Design lockstep_dmem_ctrl, sky130hd; sources not shown.
Figure 1. Gate-type map.
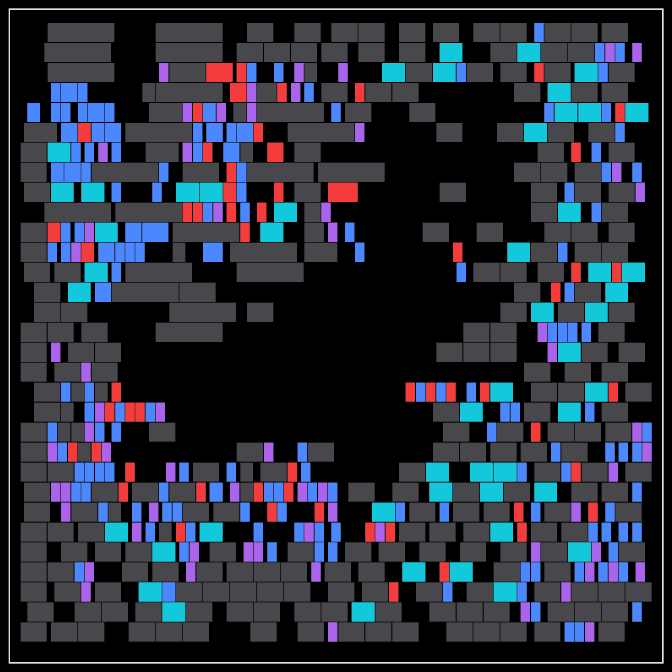
[inverters] purple | cells: 62 | most used: inv_1 | where: spread over the die
[XOR/XNOR gates] cyan | cells: 50 | most used: xnor2_1 | where: spread over the die
[NAND gates] blue | cells: 149 | most used: nand2_1 | where: spread over the die
[NOR gates] red | cells: 57 | most used: nor2_1 | where: spread over the die
most numerous logic cell after layout: clkdlybuf4s50_1
combinational share of cell area: 30.52%
count of placed standard cells in the final layout, fillers left out: 691

Figure 2. Congestion heat map.
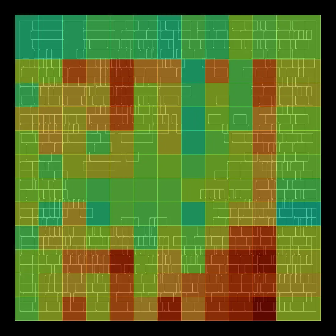
total global-route track usage: 24.01%
GRT met2 Usage: 43.36%
average wire length per cell after detail routing: 14.35 µm
fraction of met3 tracks used by global routing: 9.422%
M1 GR Usage: 24.83%

Figure 3. Sequential cells coloured by netlist name.
Scale bar: 20 µm. Other sequential cells in the stronger grey, the rest of the logic in the fainter grey.
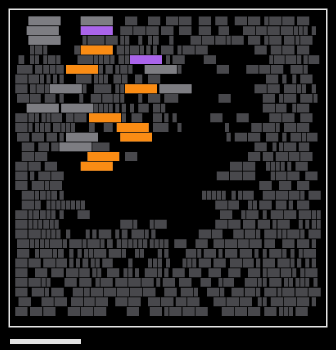
[rcnt_q] orange | sequential cells: 8
[state_o] purple | sequential cells: 2
sequential cell area share: 11.35%
P_seq: 0.000299 W
final design utilization: 63.86%

Figure 4. Cells coloured by class.
Scale bar: 20 µm.
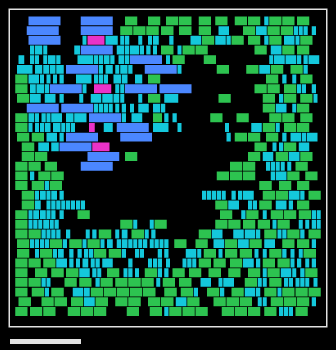
[other buffers and delay cells] green | cells: 229
[clock drivers and dummy loads] magenta | cells: 4
[flops] blue | cells: 21
[combinational and other logic] cyan | cells: 338
core area: 7253 µm²
post-route design area: 4632 µm²
cell row count: 31

Figure 5. Routed clock nets over the placement.
Scale bar: 20 µm.
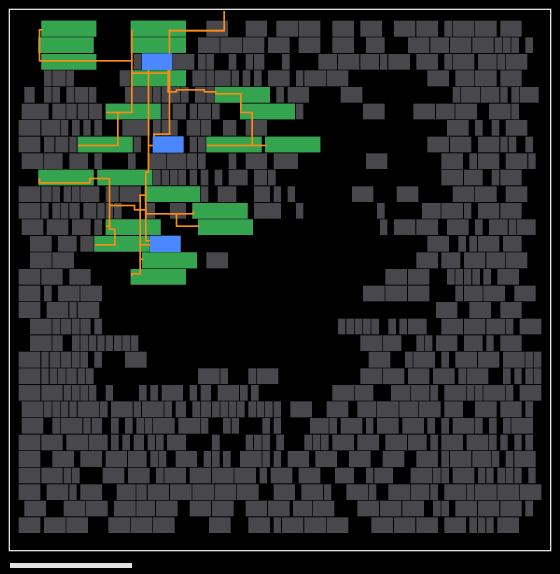
[clock wires] orange | length: 234 µm
[clock drivers] blue | count: 3
[flip-flops] green | count: 21
routed clock nets: 4
clk pwr: 0.000112 W
latest clock arrival within the worst-skew pair: 0.26 ns
final clock skew: 0.004521 ns

==> flow_metrics.py <==
# Metrics from the implementation run
metrics = {
    "status": {
        "run_status": "finished, final reports clean",
    },
    "place": {
        "place.port_buffers": 228,
        "dpl.hpwl_mm": 8.712,
    },
    "floorplanning": {
        "chip_area_um2": 7876,
        "chipWidth_um": 88.75,
        "io-pin-count": 229,
    },
    "synthesis": {
        "synth.net_count": 580,
        "mux_share_pct": 0,
        "yosys-stat-area_um2": 2709,
        "synth_area_per_cell_um2": 6.285,
    },
    "finish": {
        "final_nets": 742,
        "layout.cells.most_common_list": "clkdlybuf4s50_1 (228), nand2_1 (130), inv_1 (62), nor2_1 (49), xnor2_1 (30)",
    },
    "drt": {
        "ant_nets": 0,
        "drt_pass1_iterations": 4,
        "routed_wl_mm": 9.917,
        "dr_wl_met2_mm": 4.791,
        "detailedRoute.firstIterationViolations": 41,
        "route.met3.wl_mm": 1.227,
        "num_vias": 3055,
    },
    "critical_path": {
        "slowest_delay_ns": 0.59,
        "critPathSlowestCell": "clkdlybuf4s50_1",
        "category_of_the_most_critical_setup_path": "in2out",
    },
    "hold_path": {
        "worst_hold_path_type": "reg2reg",
    },
    "power_and_ir_drop": {
        "static-leakage-power_nw": 2.139,
        "p_sw_w": 0.0004541,
    },
    "final_timing": {
        "hold_violations": 0,
        "timing.max_slew.rel_slack_pct": 39.58,
    },
    "clocking": {
        "cts_root_buffer": "clkbuf_8",
    },
    "global_routing": {
        "grt_pass1_wl_mm": 14.29,
    },
}
[Yosys cell counts]
| master | number | area (µm²) |
|---|---|---|
| nand3_2 | 1 | 10.01 |
| inv_1 | 62 | 232.7 |
| nor3_2 | 1 | 10.01 |
| ha_1 | 4 | 50.05 |
| clkbuf_1 | 1 | 3.750 |
| nand3_1 | 6 | 30.03 |
| nand4_1 | 9 | 56.30 |
| buf_4 | 71 | 533.0 |
| nor3_1 | 4 | 20.02 |
| dfrtp_1 | 21 | 525.5 |
| xor2_1 | 20 | 175.2 |
| o31ai_1 | 1 | 7.510 |
| nor2_4 | 1 | 11.26 |
| o21ai_0 | 13 | 65.06 |
| and2_1 | 1 | 6.260 |
| xnor2_1 | 30 | 262.8 |
| nor2_2 | 2 | 12.51 |
| nand2_2 | 2 | 12.51 |
| nor2_1 | 49 | 183.9 |
| nand3b_1 | 1 | 7.510 |
| a21oi_1 | 1 | 5.000 |
| nand2_1 | 130 | 488.0 |
[power by group through the flow]
| stage | Sequential, W | Combinational [W] | Clock, W |
|---|---|---|---|
| after floorplan | 0.000330 | 0.000343 | 0 |
| after global placement | 0.000298 | 0.000643 | 0 |
| after detailed placement | 0.000301 | 0.000665 | 0 |
| after CTS | 0.000299 | 0.000671 | 0.000116 |
| after global routing | 0.000308 | 0.000732 | 0.000125 |
| final | 0.000299 | 0.000668 | 0.000112 |
[cell type report]
class | instances | area [µm²] | area share, %
Tap cell | 99 | 123.9 | 2.674
Inverter | 62 | 232.7 | 5.024
Multi-Input combinational cell | 276 | 1414 | 30.52
Timing Repair Buffer | 229 | 2290 | 49.43
Clock inverter | 1 | 5.005 | 0.1080
Sequential cell | 21 | 525.5 | 11.35
Clock buffer | 3 | 41.29 | 0.8914
No activity file was given, so power comes from the tool's default toggle rates.
